**config.mk**
```make
export PLATFORM = sky130hd
export DESIGN_NAME = screen_background_gen
export DESIGN_NICKNAME = d
export VERILOG_FILES = /design/src/rtl/bg_pkg.sv /design/src/rtl/bg_frame_tick.sv /design/src/rtl/screen_background_gen.sv
export SDC_FILE = /design/constraint.sdc
export NUM_CORES = 1
export LEC_CHECK = 0
export ABC_AREA = 1
export CELL_PAD_IN_SITES_DETAIL_PLACEMENT = 1
export CELL_PAD_IN_SITES_GLOBAL_PLACEMENT = 1
export CORE_AREA = 2 2 65 67
export DETAILED_ROUTE_END_ITERATION = 8
export DIE_AREA = 0 0 67 69
export DONT_BUFFER_PORTS = 1
export PLACE_DENSITY_LB_ADDON = 0.3
export SYNTH_ARGS = -nofsm -noshare
export SYNTH_HDL_FRONTEND = slang
export SYNTH_HIERARCHICAL = 1
export SYNTH_SLANG_ARGS = --single-unit
```
**constraint.sdc**
```tcl
create_clock -name clk -period 3.4 [get_ports clk]
set_input_delay 0.68 -clock clk [delete_from_list [all_inputs] [get_ports clk]]
set_output_delay 0.68 -clock clk [all_outputs]
set_load 0.005 [all_outputs]
```
**src/rtl/bg_pkg.sv**
```systemverilog
// Shared types and colour constants for the screen background generator.
package bg_pkg;

  typedef struct packed {
    logic [2:0] r;
    logic [2:0] g;
    logic [1:0] b;
  } rgb332_t;

  typedef enum logic [1:0] {BG_PLAY, BG_PAUSE, BG_GAMEOVER, BG_WIN} bg_state_e;

  localparam rgb332_t PALETTE [4] = '{
    rgb332_t'(8'h02),  // play: dark blue
    rgb332_t'(8'h49),  // pause: grey
    rgb332_t'(8'hC0),  // game over: dark red
    rgb332_t'(8'h1C)   // win: green
  };

  localparam rgb332_t BORDER_COLOR = rgb332_t'(8'hFF);

endpackage

```
**src/rtl/bg_frame_tick.sv**
```systemverilog
// One-clock pulse on the first clock the scan position reaches (0,0); holding there
// for several clocks still yields a single tick per frame.
module bg_frame_tick (
  input  logic        clk,
  input  logic        reset,
  input  logic [10:0] pixelX,
  input  logic [10:0] pixelY,
  output logic        tick
);

  logic origin;
  logic prev_origin;

  assign origin = (pixelX == 11'd0) && (pixelY == 11'd0);
  assign tick   = origin && !prev_origin;

  always_ff @(posedge clk) begin
    if (reset) begin
      prev_origin <= 1'b0;
    end else begin
      prev_origin <= origin;
    end
  end

endmodule

```
**src/rtl/screen_background_gen.sv**
```systemverilog
// Full-screen background: per-state palette colour faded in on state change, plus a border
// bracket that blinks in game over. Define BG_GRADIENT_EN for a vertical blue gradient.
module screen_background_gen
  import bg_pkg::*;
#(
  parameter int unsigned X_FRAME_SIZE    = 639,
  parameter int unsigned Y_FRAME_SIZE    = 479,
  parameter int unsigned STATE_W         = 2,
  parameter int unsigned BORDER_W        = 10,
  parameter int unsigned FADE_STEPS      = 8,
  parameter int unsigned FRAMES_PER_STEP = 4,
  parameter int unsigned BLINK_FRAMES    = 30
) (
  input  logic               clk,
  input  logic               reset,
  input  logic [STATE_W-1:0] bgState,
  input  logic [10:0]        pixelX,
  input  logic [10:0]        pixelY,
  output logic [7:0]         BG_RGB,
  output logic               fadeDone
);

  localparam int unsigned LVL_W = $clog2(FADE_STEPS);
  localparam int unsigned FRM_W = (FRAMES_PER_STEP > 1) ? $clog2(FRAMES_PER_STEP) : 1;
  localparam int unsigned BLK_W = (BLINK_FRAMES > 1) ? $clog2(BLINK_FRAMES) : 1;

  localparam logic [LVL_W-1:0] FADE_MAX = LVL_W'(FADE_STEPS - 1);
  localparam logic [FRM_W-1:0] FRM_LAST = FRM_W'(FRAMES_PER_STEP - 1);
  localparam logic [BLK_W-1:0] BLK_LAST = BLK_W'(BLINK_FRAMES - 1);

  localparam logic [10:0] X_MAX = 11'(X_FRAME_SIZE);
  localparam logic [10:0] Y_MAX = 11'(Y_FRAME_SIZE);
  localparam logic [10:0] BW    = 11'(BORDER_W);
  localparam logic [10:0] X_HI  = 11'(X_FRAME_SIZE - BORDER_W);
  localparam logic [10:0] Y_HI  = 11'(Y_FRAME_SIZE - BORDER_W);

  logic               tick;
  logic [STATE_W-1:0] cur_state;
  logic [LVL_W-1:0]   fade_lvl;
  logic [FRM_W-1:0]   frame_cnt;
  logic [BLK_W-1:0]   blink_cnt;
  logic               blink_on;

  rgb332_t          base;
  rgb332_t          faded;
  rgb332_t          pix_rgb;
  logic [LVL_W:0]   mult;
  logic [LVL_W+2:0] r_prod;
  logic [LVL_W+2:0] g_prod;
  logic [LVL_W+1:0] b_prod;
  logic             in_range;
  logic             in_border;
`ifdef BG_GRADIENT_EN
  logic [2:0]       b_sum;
`endif

  bg_frame_tick u_frame_tick (
    .clk    (clk),
    .reset  (reset),
    .pixelX (pixelX),
    .pixelY (pixelY),
    .tick   (tick)
  );

  assign fadeDone = (fade_lvl == FADE_MAX);

  always_comb begin
    base   = PALETTE[cur_state];
    mult   = {1'b0, fade_lvl} + (LVL_W + 1)'(1);
    r_prod = (LVL_W + 3)'(base.r) * (LVL_W + 3)'(mult);
    g_prod = (LVL_W + 3)'(base.g) * (LVL_W + 3)'(mult);
    b_prod = (LVL_W + 2)'(base.b) * (LVL_W + 2)'(mult);
    // Selecting the bits above LVL_W is the divide by FADE_STEPS.
    faded.r = r_prod[LVL_W +: 3];
    faded.g = g_prod[LVL_W +: 3];
    faded.b = b_prod[LVL_W +: 2];
`ifdef BG_GRADIENT_EN
    b_sum   = {1'b0, faded.b} + {1'b0, pixelY[8:7]};
    faded.b = b_sum[2] ? 2'd3 : b_sum[1:0];
`endif

    in_range  = (pixelX <= X_MAX) && (pixelY <= Y_MAX);
    in_border = (pixelX < BW) || (pixelX > X_HI) || (pixelY < BW) || (pixelY > Y_HI);

    if (!in_range) begin
      pix_rgb = rgb332_t'(8'h00);
    end else if (in_border && blink_on) begin
      pix_rgb = BORDER_COLOR;
    end else begin
      pix_rgb = faded;
    end
  end

  always_ff @(posedge clk) begin
    if (reset) begin
      BG_RGB    <= 8'h00;
      cur_state <= '0;
      fade_lvl  <= FADE_MAX;
      frame_cnt <= '0;
      blink_cnt <= '0;
      blink_on  <= 1'b1;
    end else begin
      BG_RGB <= pix_rgb;

      // A state change overrides any same-clock tick and restarts the fade.
      if (bgState != cur_state) begin
        cur_state <= bgState;
        fade_lvl  <= '0;
        frame_cnt <= '0;
      end else if (tick && (fade_lvl != FADE_MAX)) begin
        if (frame_cnt == FRM_LAST) begin
          frame_cnt <= '0;
          fade_lvl  <= fade_lvl + LVL_W'(1);
        end else begin
          frame_cnt <= frame_cnt + FRM_W'(1);
        end
      end

      if (cur_state == STATE_W'(BG_GAMEOVER)) begin
        if (tick) begin
          if (blink_cnt == BLK_LAST) begin
            blink_cnt <= '0;
            blink_on  <= ~blink_on;
          end else begin
            blink_cnt <= blink_cnt + BLK_W'(1);
          end
        end
      end else begin
        blink_cnt <= '0;
        blink_on  <= 1'b1;
      end
    end
  end

endmodule

```
Figure 1. Placed cells, one color a class (run 1).
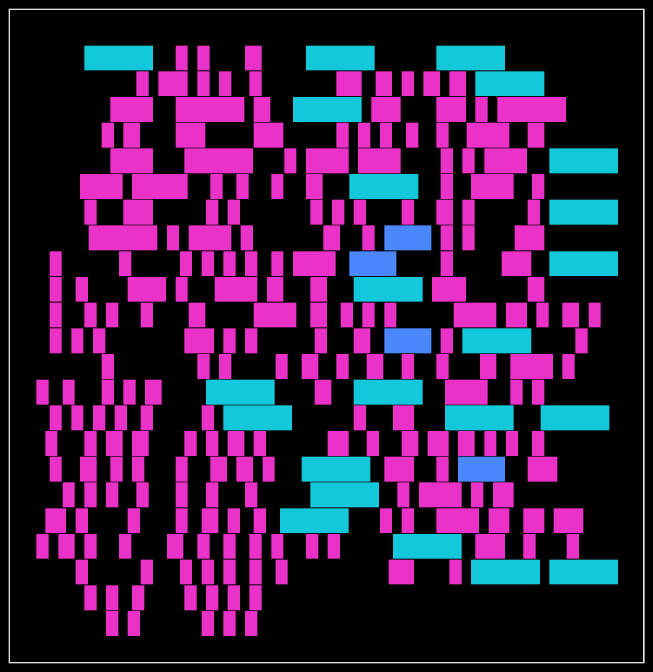
- blue: clock drivers and dummy loads (cells 4; share of their area 3.2%)
- magenta: remaining logic cells (cells 227; share of their area 71%)
- cyan: registers (cells 22; share of their area 26%)
cell area after layout: 0.00178 mm^2
Floorplan Core Area: 0.00391 mm^2
sequential cell area share: 24.7%
# rows: 23
final standard cell utilization of the core: 45.6%

Figure 2. Register map, names as in the netlist (run 1).
Other sequential cells in the stronger gray, the rest of the logic in the fainter gray.
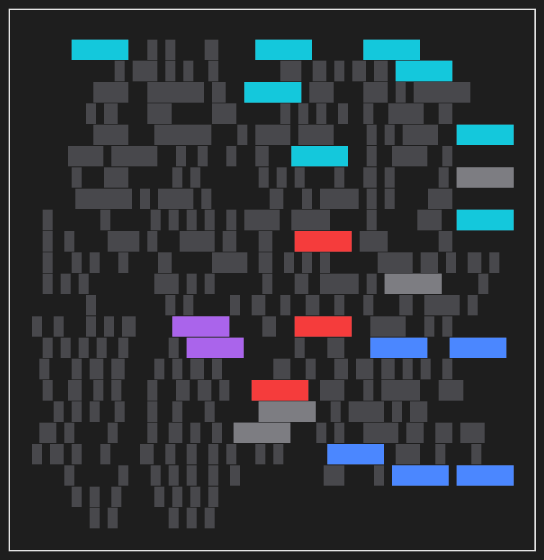
- blue: blink_cnt (sequential cells 5; where lower right)
- red: fade_lvl (sequential cells 3)
- cyan: BG_RGB (sequential cells 8)
- purple: cur_state (sequential cells 2)

==> impl_report.txt, run 1 <==
==== FLOW RESULTS ====
----------------------------------------------------
[Outcome]
  Outcome ........................ completed

[Logic synthesis]
  Gate Count Post-Synth ........................ roughly 250
  Total cells reported by yosys after synthesis ........................ about 250
  And-or/or-and share of the synthesized area ........................ approximately 6.5%
  Synthesized-area fraction occupied by xor and xnor cells ........................ under 10%
  Commonest cells in the synthesized netlist ........................ nand2_1, inv_1, nor2_1, dfxtp_1

[Drt]
  Antenna-violating nets left ........................ 0
  Aggregate routed wire length ........................ between 3000 and 4000 um
  WL met2 ........................ between 1500 and 2000 um
  Via Count ........................ 1,502

[Worst setup path]
  Longest individual stage delay on the worst path ........................ 0.54 ns
  Bufs and invs on worst path ........................ 1
  Largest delay contributor family on the critical path ........................ adder cells

[Finish]
  MI comb cells ........................ 179
  Max FFs per register ........................ 8
  Multi-input combinational area share ........................ around three fifths
  Largest register by flop count ........................ BG_RGB

[Die]
  Die H ........................ around 70 um

[Power and ir drop]
  Max IR drop VDD ........................ around 160 uV
  Total Power ........................ 0.560 mW

[Min path]
  Tightest Hold Check Type ........................ reg2reg

[Run]
  Count of warning messages emitted by the tools ........................ 30

[STA]
  Final Hold Viols ........................ 0
  Final setup viols ........................ 0

----------------------------------------------------
Figure 3. Clock distribution (run 1).
Scale bar: 20 um.
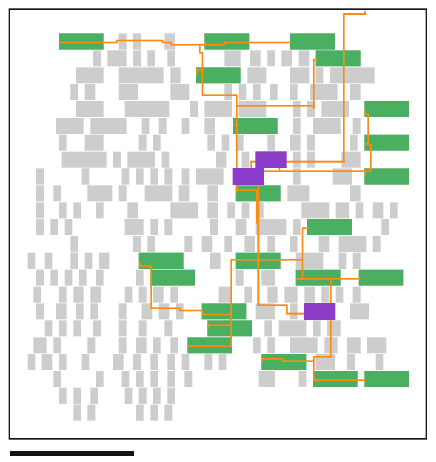
- orange: clock wires (length 333 um)
- green: flip-flops (count 22)
- purple: clock-net drivers (count 3)
- routed clock nets: 4
clock power share: 34.6%
P_clk: 0.194 mW
clock latency on the worst-skew pair: 0.27 ns
worst-case clock skew: 0.00618 ns

run 1: path summary, 6_finish.rpt:
check	endpoint	depth (start not counted)	startpoint	slack, ns
hold / removal	frame_cnt[1]$_SDFFE_PP0P_	2	frame_cnt[1]$_SDFFE_PP0P_	0.47
setup reg to reg	BG_RGB[3]$_SDFF_PP0_	10	fade_lvl[0]$_SDFFE_PP1P_	0.69
setup / recovery	BG_RGB[3]$_SDFF_PP0_	10	fade_lvl[0]$_SDFFE_PP1P_	0.69
hold reg to reg	frame_cnt[1]$_SDFFE_PP0P_	2	frame_cnt[1]$_SDFFE_PP0P_	0.47
run 1: report_power, final:
part           internal (mW)  total, mW  switching, mW  leakage [nW]
logic                 0.0353     0.0951         0.0598         0.698
registers              0.264      0.272        0.00751         0.179
clock network          0.103      0.194         0.0905        0.0288
Figure 4. Logic cells by family (run 1).
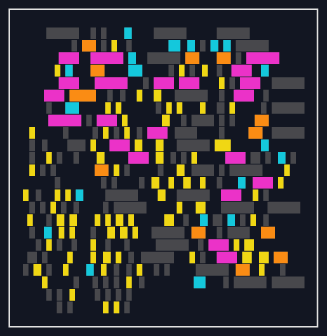

==> run 1 -> run 2 <==
==> constraint.sdc (replaced) <==
create_clock -name clk -period 2.7 [get_ports clk]
set_input_delay 0.54 -clock clk [delete_from_list [all_inputs] [get_ports clk]]
set_output_delay 0.54 -clock clk [all_outputs]
set_load 0.005 [all_outputs]
Figure 5. Logic cells by family (run 2).
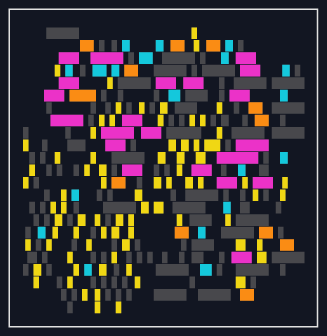
- orange: xor and xnor cells (cells 12)
- magenta: fa/ha/maj cells (cells 21)
- cyan: aoi and oai cells (cells 19; where all over the die)
- yellow: nand cells (cells 78)

Figure 6. Clock routing (run 2).
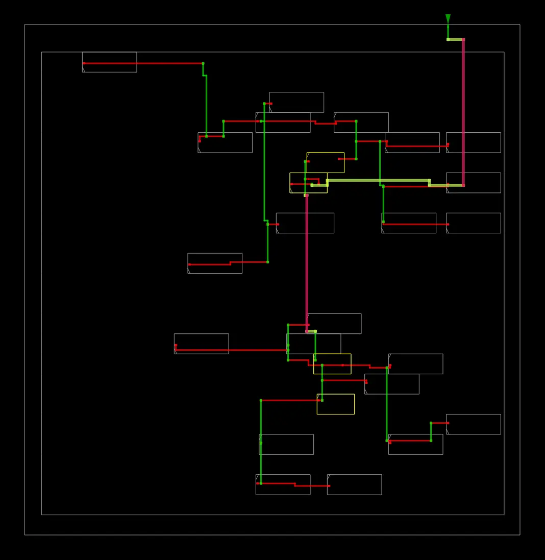
worst-case clock skew: 0.00494 ns
number of clock buffers inserted by TritonCTS: 3

==> impl_report.txt, run 2 <==
==== FLOW RESULTS ====
----------------------------------------------------
[Drt]
  Aggregate routed wire length ........................ around 3900 um
  Antenna-violating nets left ........................ 0
  Via Count ........................ 1,483
  WL met2 ........................ roughly 1900 um

[Power and ir drop]
  Internal power consumption ........................ between 0.5 and 0.6 mW
  Main power group ........................ sequential cells
  P_clk ........................ ~0.24 mW
  Total Power ........................ approximately 0.7 mW
  Clock power share ........................ about a third
  Power in combinational cells ........................ approximately 0.13 mW
  P_sw ........................ just under 0.2 mW
  Combinational group share of total power ........................ 17.8%

[Min path]
  Number of cells on the worst hold path ........................ 1
  Worst-case hold path end point ........................ cur_state[0]$_SDFFE_PP0P_
  Launch instance of the worst min-delay path ........................ reset

[Logic synthesis]
  Gate Count Post-Synth ........................ approximately 250
  Total cells reported by yosys after synthesis ........................ 249
  And-or/or-and share of the synthesized area ........................ between 6 and 7%
  Commonest cells in the synthesized netlist ........................ nand2_1, inv_1, nor2_1, dfxtp_1
  Synthesized-area fraction occupied by xor and xnor cells ........................ 6.76%

[Worst setup path]
  Stages on worst setup path ........................ 10
  Bufs and invs on worst path ........................ 1
  Register-to-register setup slack ........................ ~0.15 ns
  Logic depth of the worst register-to-register path ........................ 10
  Worst setup path startpoint ........................ fade_lvl[0]$_SDFFE_PP1P_
  R2r startpoint ........................ fade_lvl[0]$_SDFFE_PP1P_
  Setup crit end ........................ BG_RGB[3]$_SDFF_PP0_

[STA]
  Final setup viols ........................ 0
  Final Hold Viols ........................ 0

[Finish]
  Final standard cell utilization of the core ........................ between 40% and 50%
  Largest register by flop count ........................ BG_RGB
  Cell area after layout ........................ around 0.0018 mm^2

[Die]
  Die H ........................ about 70 um

[Outcome]
  Outcome ........................ completed

----------------------------------------------------
Figure 7. Register map, names as in the netlist (run 2).
Other sequential cells in the stronger gray, the rest of the logic in the fainter gray.
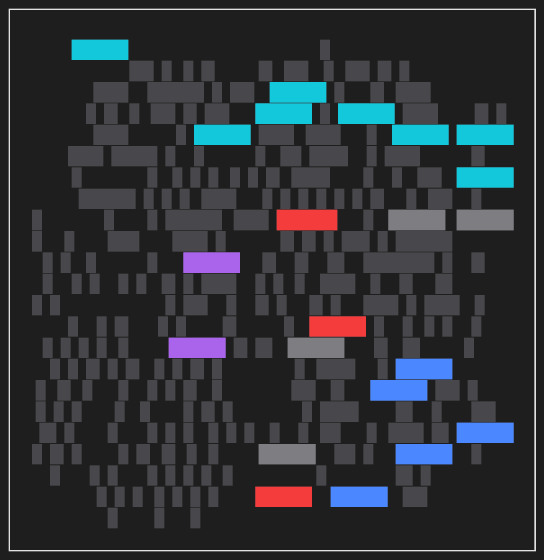
- red: fade_lvl (sequential cells 3)
- blue: blink_cnt (sequential cells 5; where lower right)
- purple: cur_state (sequential cells 2)
- cyan: BG_RGB (sequential cells 8)

run 2: cell counts after synthesis:
Identical to the previous run, type by type.
run 2: area by class of cell:
type                            count  area, um^2  share of cell area, %
Inverter                           48         180                   9.98
Clock buffer                        4        55.1                   3.05
Multi-Input combinational cell    179        1060                   58.6
Timing Repair Buffer                1        7.51                  0.416
Sequential cell                    22         442                   24.5
Tap cell                           50        62.6                   3.47
run 2: repair_timing:
| item | CTS | global route |
|---|---|---|
| hold buffers | 0 | 0 |
| gates resized | 1 | 2 |
| pin swaps | 0 | 0 |
| setup endpoints to repair | 1 | 4 |
| cloned | 0 | 0 |
Figure 8. Placed cells, one color a class (run 2).
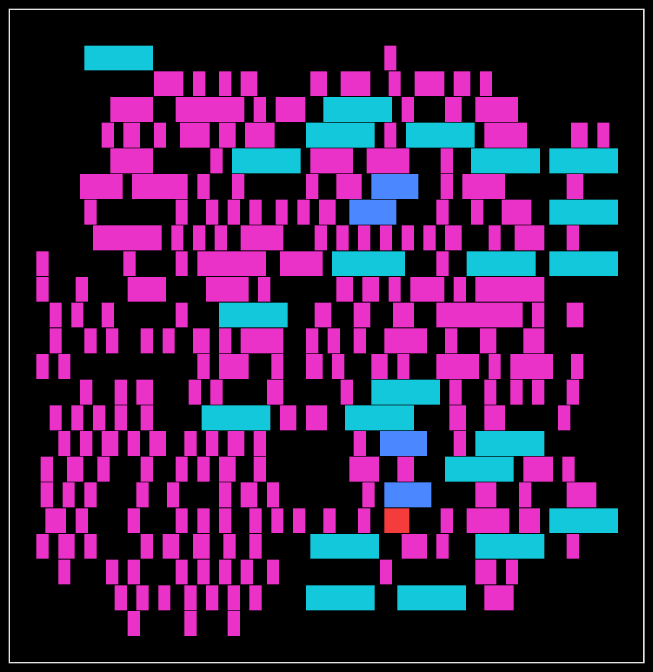

==> run 2 -> run 3 <==
--- a/config.mk
+++ b/config.mk
@@ -8,12 +8,11 @@
 export ABC_AREA = 1
 export CELL_PAD_IN_SITES_DETAIL_PLACEMENT = 1
 export CELL_PAD_IN_SITES_GLOBAL_PLACEMENT = 1
-export CORE_AREA = 2 2 65 67
+export CORE_AREA = 2 2 66 68
 export DETAILED_ROUTE_END_ITERATION = 8
-export DIE_AREA = 0 0 67 69
+export DIE_AREA = 0 0 68 70
 export DONT_BUFFER_PORTS = 1
 export PLACE_DENSITY_LB_ADDON = 0.3
 export SYNTH_ARGS = -nofsm -noshare
 export SYNTH_HDL_FRONTEND = slang
-export SYNTH_HIERARCHICAL = 1
 export SYNTH_SLANG_ARGS = --single-unit
Figure 9. Placed cells, one color a class (run 3).
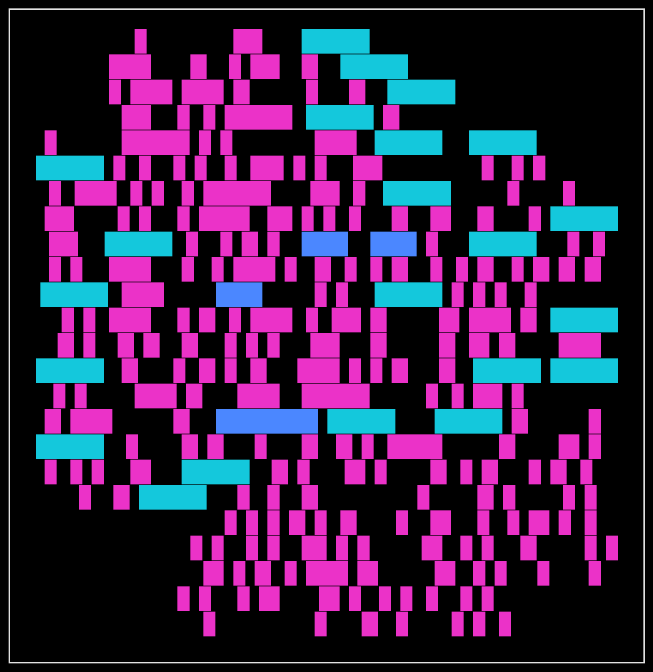
- magenta: remaining logic cells (cells 233; share of their area 71%)
- blue: clock drivers and dummy loads (cells 4; share of their area 4.0%)
- cyan: registers (cells 22; share of their area 25%)
final standard cell utilization of the core: 44.7%
# rows: 24
sequential cell area share: 23.8%

Figure 10. Clock distribution (run 3).
Scale bar: 20 um.
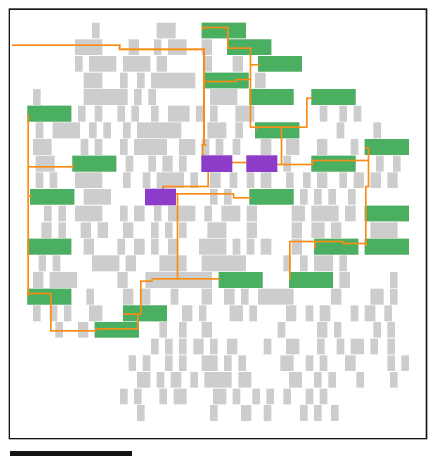
- green: flip-flops (count 22)
- purple: clock-net drivers (count 3)
- orange: clock wires (length 294 um)
- routed clock nets: 4
worst-case clock skew: 0.00244 ns
clock latency on the worst-skew pair: 0.26 ns
clock power share: 39.8%

Figure 11. Logic cells by family (run 3).
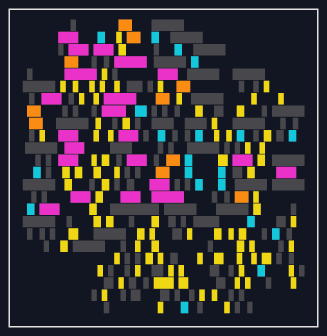
- magenta: fa/ha/maj cells (cells 21)
- cyan: aoi and oai cells (cells 20)
- yellow: nand cells (cells 85)
- orange: xor and xnor cells (cells 10)

==> impl_report.txt, run 3 <==
==== FLOW RESULTS ====
----------------------------------------------------
[Outcome]
  Outcome ........................ completed

[STA]
  Final Hold Viols ........................ 0
  Final setup viols ........................ 0

[Clock tree]
  CTS Hold Bufs ........................ 0
  Post-CTS sizing ........................ 0
  Number of clock buffers inserted by TritonCTS ........................ 3

[Logic synthesis]
  Synthesized-area fraction occupied by xor and xnor cells ........................ under 10%
  Total cells reported by yosys after synthesis ........................ 255
  Commonest cells in the synthesized netlist ........................ nand2_1, inv_1, nor2_1, nand3_1, dfxtp_1
  Gate Count Post-Synth ........................ 255

[Min path]
  Number of cells on the worst hold path ........................ 1
  Tightest Hold Check Type ........................ in2reg
  Launch instance of the worst min-delay path ........................ reset

[Power and ir drop]
  Internal power consumption ........................ 0.577 mW
  P_sw ........................ between 0.15 and 0.2 mW
  Max IR drop VDD ........................ 249 uV
  Share of total power consumed by net switching ........................ 24.9%
  Combinational group share of total power ........................ approximately 16%

[Drt]
  Via Count ........................ roughly 1,500
  Aggregate routed wire length ........................ roughly 3700 um
  WL met2 ........................ about 1900 um

[Worst setup path]
  Register-to-register setup slack ........................ roughly 0.16 ns
  Worst setup path startpoint ........................ fade_lvl[0]$_SDFFE_PP1P_
  Stages on worst setup path ........................ 8
  Largest delay contributor family on the critical path ........................ adder cells
  Bufs and invs on worst path ........................ 1
  Longest individual stage delay on the worst path ........................ ~0.49 ns
  R2r startpoint ........................ fade_lvl[0]$_SDFFE_PP1P_
  Setup crit end ........................ BG_RGB[2]$_SDFF_PP0_

[Run]
  Count of warning messages emitted by the tools ........................ 30

[Die]
  Floorplan Core Area ........................ roughly 0.0041 mm^2

[Finish]
  Cell area after layout ........................ around 0.0019 mm^2
  Largest register by flop count ........................ BG_RGB
  Max FFs per register ........................ 8

----------------------------------------------------
-- run 3: cell types whose count changed in the layout (fill, tap and decap cells not counted), sizes merged, moves of 3 or more --
cell	delta
xor2	-3
nor2	-6
nor3	+6
nand3	+8
-- run 3: cell type report --
class	count	area (um^2)	area share (%)
flip-flops and latches	22	440	23.8
inverters	47	176	9.53
well taps	52	65.1	3.52
multi-input cells	186	1100	59.3
clock inverters	1	30.0	1.62
clock buffers	3	41.3	2.23
-- run 3: power groups by stage --
stage	sequential (mW)	combinational, mW	clock [mW]
after floorplan	0.346	0.0953	0
after global placement	0.347	0.116	0
after detailed placement	0.348	0.120	0
after CTS	0.340	0.123	0.317
after global routing	0.341	0.145	0.326
final	0.340	0.122	0.306
No activity file was given, so power comes from the tool's default toggle rates.
